[src/rtl/note_fetch_arbiter.sv]
// Arbitrates per-lane chart-word fetches onto one synchronous-read memory and owns every lane's read pointer.
// Define NOTE_ARB_FIXED_PRIO_EN for fixed lowest-index priority; round-robin otherwise.
module note_fetch_arbiter #(
  parameter int LANES  = 5,
  parameter int PTR_W  = 10,
  parameter int RD_LAT = 2,
  parameter int LANE_W = $clog2(LANES)
) (
  input  logic                    clk,
  input  logic                    rst_n,
  input  logic                    restart,
  input  logic [LANES-1:0]        note_request,
  output logic [LANES-1:0]        note_available,
  output logic [15:0]             note_time,
  output logic                    mem_rd,
  output logic [LANE_W+PTR_W-1:0] mem_addr,
  input  logic [15:0]             mem_data
);

  typedef enum logic [1:0] {IDLE, ISSUE, WAIT, DELIVER} state_t;

  localparam logic [15:0]       SENTINEL  = 16'hFFFF;
  localparam logic [PTR_W-1:0]  PTR_MAX   = '1;
  localparam logic [2:0]        LAST_CNT  = 3'(RD_LAT - 1);
  localparam logic [LANE_W-1:0] LAST_LANE = LANE_W'(LANES - 1);
  localparam logic [LANES-1:0]  LANE0_BIT = {{(LANES-1){1'b0}}, 1'b1};

  state_t                    state_q;
  logic [LANE_W-1:0]         lane_q;
  logic [PTR_W-1:0]          ptr_q [LANES];
  logic [LANES-1:0]          exhausted_q;
  logic [2:0]                waitCnt_q;
  logic [LANES-1:0]          avail_q;
  logic [15:0]               noteTime_q;
  logic                      memRd_q;
  logic [LANE_W+PTR_W-1:0]   memAddr_q;

  logic                      anyReq;
  logic [LANES-1:0]          searchReq;
  logic [LANE_W-1:0]         winLane;

  assign anyReq = |note_request;

`ifdef NOTE_ARB_FIXED_PRIO_EN
  assign searchReq = note_request;
`else
  logic [LANE_W-1:0] rrLast_q;
  logic [LANES-1:0]  reqHi;

  // Lanes above the last served one take precedence; if none pend, wrap to the full set.
  always_comb begin
    reqHi = '0;
    for (int j = 0; j < LANES; j++) begin
      reqHi[j] = note_request[j] && (LANE_W'(j) > rrLast_q);
    end
  end

  assign searchReq = (|reqHi) ? reqHi : note_request;

  always_ff @(posedge clk or negedge rst_n) begin
    if (!rst_n) begin
      rrLast_q <= LAST_LANE;
    end else if (restart) begin
      rrLast_q <= LAST_LANE;
    end else if (state_q == IDLE && anyReq) begin
      rrLast_q <= winLane;
    end
  end
`endif

  always_comb begin
    winLane = '0;
    for (int j = LANES - 1; j >= 0; j--) begin
      if (searchReq[j]) winLane = LANE_W'(j);
    end
  end

  always_ff @(posedge clk or negedge rst_n) begin
    if (!rst_n) begin
      state_q     <= IDLE;
      lane_q      <= '0;
      exhausted_q <= '0;
      waitCnt_q   <= '0;
      avail_q     <= '0;
      noteTime_q  <= SENTINEL;
      memRd_q     <= 1'b0;
      memAddr_q   <= '0;
      for (int i = 0; i < LANES; i++) ptr_q[i] <= '0;
    end else if (restart) begin
      // Abort whatever is in flight; note_time keeps its last delivered word.
      state_q     <= IDLE;
      exhausted_q <= '0;
      waitCnt_q   <= '0;
      avail_q     <= '0;
      memRd_q     <= 1'b0;
      for (int i = 0; i < LANES; i++) ptr_q[i] <= '0;
    end else begin
      avail_q <= '0;
      memRd_q <= 1'b0;
      case (state_q)
        IDLE: begin
          if (anyReq) begin
            lane_q  <= winLane;
            state_q <= ISSUE;
            if (!exhausted_q[winLane]) begin
              memRd_q   <= 1'b1;
              memAddr_q <= {winLane, ptr_q[winLane]};
            end
          end
        end
        ISSUE: begin
          if (exhausted_q[lane_q]) begin
            noteTime_q <= SENTINEL;
            avail_q    <= LANE0_BIT << lane_q;
            state_q    <= DELIVER;
          end else begin
            waitCnt_q <= '0;
            state_q   <= WAIT;
          end
        end
        WAIT: begin
          if (waitCnt_q == LAST_CNT) begin
            noteTime_q <= mem_data;
            avail_q    <= LANE0_BIT << lane_q;
            state_q    <= DELIVER;
          end else begin
            waitCnt_q <= waitCnt_q + 3'd1;
          end
        end
        DELIVER: begin
          // A sentinel parks the pointer; the last real word at the top saturates instead of wrapping.
          if (noteTime_q != SENTINEL) begin
            if (ptr_q[lane_q] == PTR_MAX) exhausted_q[lane_q] <= 1'b1;
            else ptr_q[lane_q] <= ptr_q[lane_q] + 1'b1;
          end
          state_q <= IDLE;
        end
        default: state_q <= IDLE;
      endcase
    end
  end

  assign note_available = avail_q;
  assign note_time      = noteTime_q;
  assign mem_rd         = memRd_q;
  assign mem_addr       = memAddr_q;

endmodule

[config.mk]
export PLATFORM = sky130hd
export DESIGN_NAME = note_fetch_arbiter
export DESIGN_NICKNAME = d
export VERILOG_FILES = /design/src/rtl/note_fetch_arbiter.sv
export SDC_FILE = /design/constraint.sdc
export NUM_CORES = 1
export LEC_CHECK = 0
export CAP_MARGIN = 20
export CORE_UTILIZATION = 57
export DETAILED_ROUTE_END_ITERATION = 12
export PLACE_DENSITY = 0.8
export SLEW_MARGIN = 20
export SYNTH_ARGS = -nofsm -noshare
export SYNTH_HDL_FRONTEND = slang
export SYNTH_SLANG_ARGS = --single-unit
[constraint.sdc]
create_clock -name clk -period 3.7 [get_ports clk]
set_input_delay 0.74 -clock clk [delete_from_list [all_inputs] [get_ports clk]]
set_output_delay 0.74 -clock clk [all_outputs]
set_load 0.02 [all_outputs]
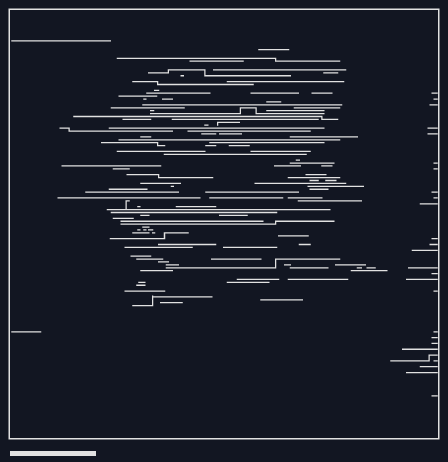
(images/m3.png)
The bar under the picture is 20 um long.
longest straight run = 58.0 um
share of all routed wire = 11%
main direction = horizontal
wire length on this layer = 1610 um

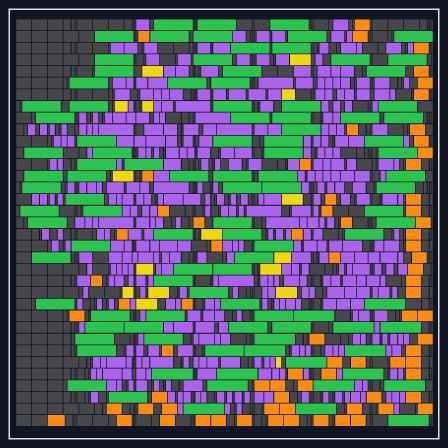
(images/class_map.png)
Fill, decap, tap and diode cells in gray.
remaining buffers and delay cells -> orange  # cells 75, share of their area 11%
remaining logic cells -> purple  # cells 427, share of their area 45%
registers -> green  # cells 101, share of their area 41%
clock drivers and dummy loads -> yellow  # cells 16, share of their area 2.9%

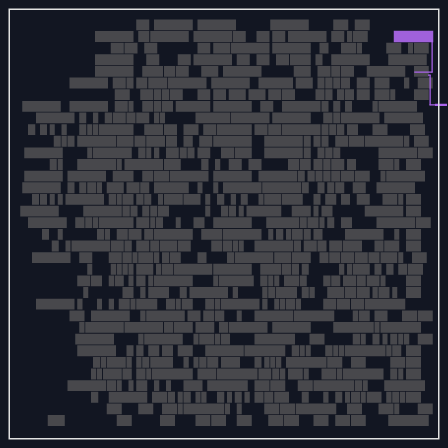
(images/port_trees.png)
`mem_rd` -> purple  # direction output, edge right, end cells 1, buffers 1, wire 20.7 um

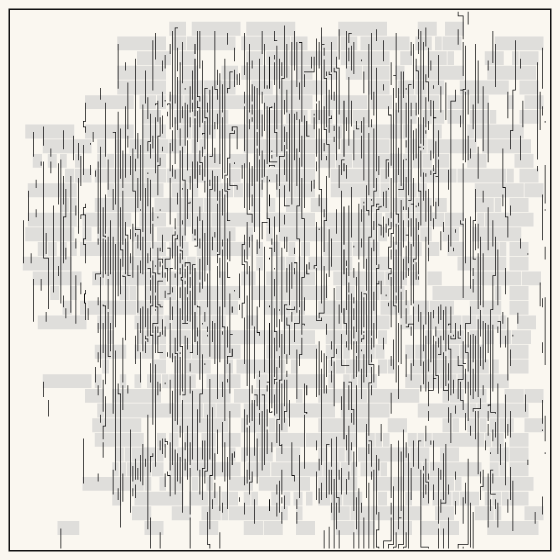
(images/m2.png)
Cells faint in the background.
nets with wire on the layer = 539
wire length on this layer = 6630 um
share of all routed wire = 45%
longest straight run = 34.0 um
main direction = vertical

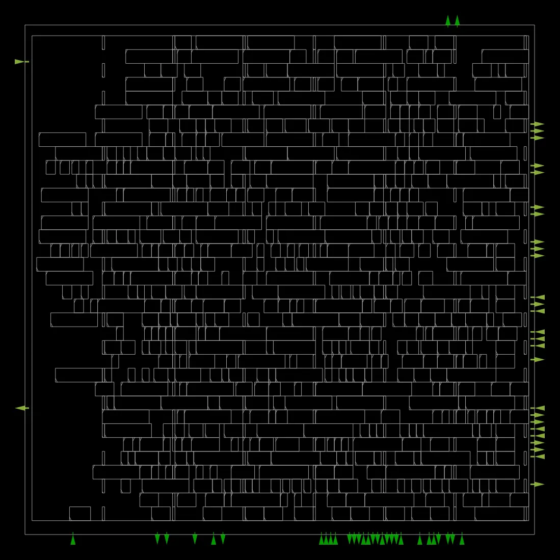
(images/placed.png)
flop share of the area: 39.9%
Finished Core Util: 68.9%
Filler Cell Count: 725

==> results.py <==
# Physical implementation metrics
metrics = {
    "timing": {
        "fmax_mhz": 312,
        "worst_pin_slew_ns": 0.776,
        "clock_skew_ns": 0.0138,
        "slew_viol_final": 0,
        "period_needed_ns": 3.20,
        "finalClockPeriodUsage_pct": 86.6,
        "slew_headroom_pct": 48.3,
    },
    "cts": {
        "clkLatencyLatePin_ns": 0.38,
        "clock_path_buffers": 2,
        "post_cts_buffers": 0,
        "cts_max_level": 3,
        "cts_buffers": 9,
        "cts_hold_buffers": 0,
        "cts_resized": 0,
        "cts-root-buf": "clkbuf_8",
    },
    "synthesis": {
        "yosys_area_um2": 5480,
        "numSynthFlops": 101,
        "ys_async_sr_fraction_pct": 100,
        "synthesis.instances": 557,
        "ys_sh_simple_pct": 16.4,
        "synth-edff-count": 0,
        "synthAoiAreaFrac_pct": 20.3,
        "synth-warning-count": 0,
        "synth.cell_area_um2": 5480,
    },
    "placement": {
        "portBuffers": 58,
        "dp_cells": 732,
    },
    "finish": {
        "lay_top_cells": "dfrtp_1 (84), o21ai_0 (61), clkdlybuf4s50_1 (57), nand2_1 (56), nor2_1 (50)",
        "nonClkBufAreaFrac_pct": 11.1,
        "logic_gate_count": 398,
        "syn2layout_area_growth_pct": 16.7,
        "inverters": 29,
        "flops": 101,
        "sh_comb_area_pct": 42.0,
        "logic_area_um2": 2680,
        "seq_area_um2": 2550,
        "area_dominant_class": "combinational gates",
        "clk_share_pct": 2.86,
    },
    "die": {
        "pin_count": 59,
        "fp.dieW_um": 100,
        "core_area_um2": 9280,
        "row_count": 35,
        "dieArea_um2": 10000,
    },
    "global_route": {
        "grt_start_max_net_pins": 88,
        "grt_use_total_pct": 31.6,
    },
    "flow_run": {
        "maxCapViolCount": 0,
    },
    "power_and_ir_drop": {
        "vdd_drop_max_mv": 0.277,
        "powerDensity_nw_per_um2": 607,
    },
    "critical_path": {
        "cp_max_fo": 12,
        "start_kind": "flip-flop",
        "worstPathRequired_ns": 3.99,
        "crit_path_end_kind": "flip-flop",
    },
    "drt": {
        "drc": 0,
        "dr.pass1.iters": 5,
    },
    "outcome": {
        "status": "completed",
    },
}
-- sequential cells by signal (all words and copies together) (netlist names) --
register	count
lane_q	3
waitCnt_q	3
exhausted_q	5
mem_rd	1
note_time	16
rrLast_q	3
note_available	5
ptr_q	50
state_q	2
mem_addr	13
-- critical path, cell delays in order, from the launching register on --
cell       delay [ns]
dfrtp_1          0.73
mux2i_1          0.17
o2bb2ai_1        0.15
o21ai_0          0.14
inv_1            0.19
ha_1             0.21
inv_1            0.07
a211oi_2         0.36
nand3_2          0.30
a21oi_2          0.56
nand2_1          0.13
o21ai_0          0.10
-- cell usage after synthesis (all sizes together) (2+ instances only) --
| cell | n | area [um2] |
|---|---|---|
| o221ai | 11 | 96.3 |
| o21ai | 61 | 305 |
| nor3 | 4 | 20.0 |
| nand4 | 8 | 50.1 |
| o41ai | 3 | 26.3 |
| mux2i | 15 | 150 |
| clkbuf | 16 | 60.1 |
| inv | 27 | 101 |
| nand3b | 2 | 15.0 |
| o31a | 2 | 17.5 |
| mux2 | 14 | 158 |
| nand3 | 20 | 105 |
| ha | 8 | 100 |
| a22o | 29 | 254 |
| nor4 | 2 | 33.8 |
| nor2 | 50 | 188 |
| dfstp | 17 | 447 |
| nand2b | 20 | 125 |
| buf | 13 | 82.6 |
| and3 | 4 | 25.0 |
| nor3b | 2 | 20.0 |
| o31ai | 4 | 30.0 |
| nor2b | 2 | 12.5 |
| xnor2 | 5 | 43.8 |
| dfrtp | 84 | 2100 |
| nand2 | 57 | 216 |
| a21oi | 27 | 158 |
| mux4 | 9 | 203 |
| clkinv | 2 | 7.51 |
| o41a | 2 | 22.5 |
| o22ai | 5 | 31.3 |
| a32oi | 2 | 17.5 |
| a211oi | 4 | 45.1 |
| or2 | 4 | 25.0 |
| a22oi | 9 | 67.6 |
-- power by group --
group	internal [mW]	switching, mW
Clock	0.254	0.420
Combinational	0.685	0.969
Sequential	1.37	0.184
Total	2.31	1.57
-- cell families after synthesis --
group / count (synthesis)
AND/OR/NAND/NOR: 182
AND-OR/OR-AND: 164
flip-flops: 101
buffers and inverters: 58
multiplexers: 38
adder cells (fa/ha/maj): 8
XOR/XNOR: 6
-- path summary, 6_finish.rpt --
path	from	to	slack, ns	depth (start not counted)
worst max-delay path	lane_q[1]$_DFFE_PN0P_	ptr_q[44]$_DFFE_PN0P_	0.50	11
worst min-delay path	rst_n	waitCnt_q[2]$_DFFE_PN0P_	0.41	1
worst max register to register	lane_q[1]$_DFFE_PN0P_	ptr_q[44]$_DFFE_PN0P_	0.50	11
worst min register to register	note_time[12]$_DFFE_PN1P_	note_time[12]$_DFFE_PN1P_	0.49	2
max in group asynchronous	rst_n	ptr_q[23]$_DFFE_PN0P_	2.57	2
min in group clk	note_time[12]$_DFFE_PN1P_	note_time[12]$_DFFE_PN1P_	0.49	2
-- metal layers --
| metal | global-route usage [%] | wire, um | share of wire [%] |
|---|---|---|---|
| met1 | 46.0 | 6280 | 43 |
| met2 | 46.6 | 6630 | 45 |
| met3 | 9.89 | 1610 | 11 |
| met4 | 6.91 | 215 | 1.5 |
| met5 | 0 | 0 | 0 |
Power and IR drop assume default switching activity.
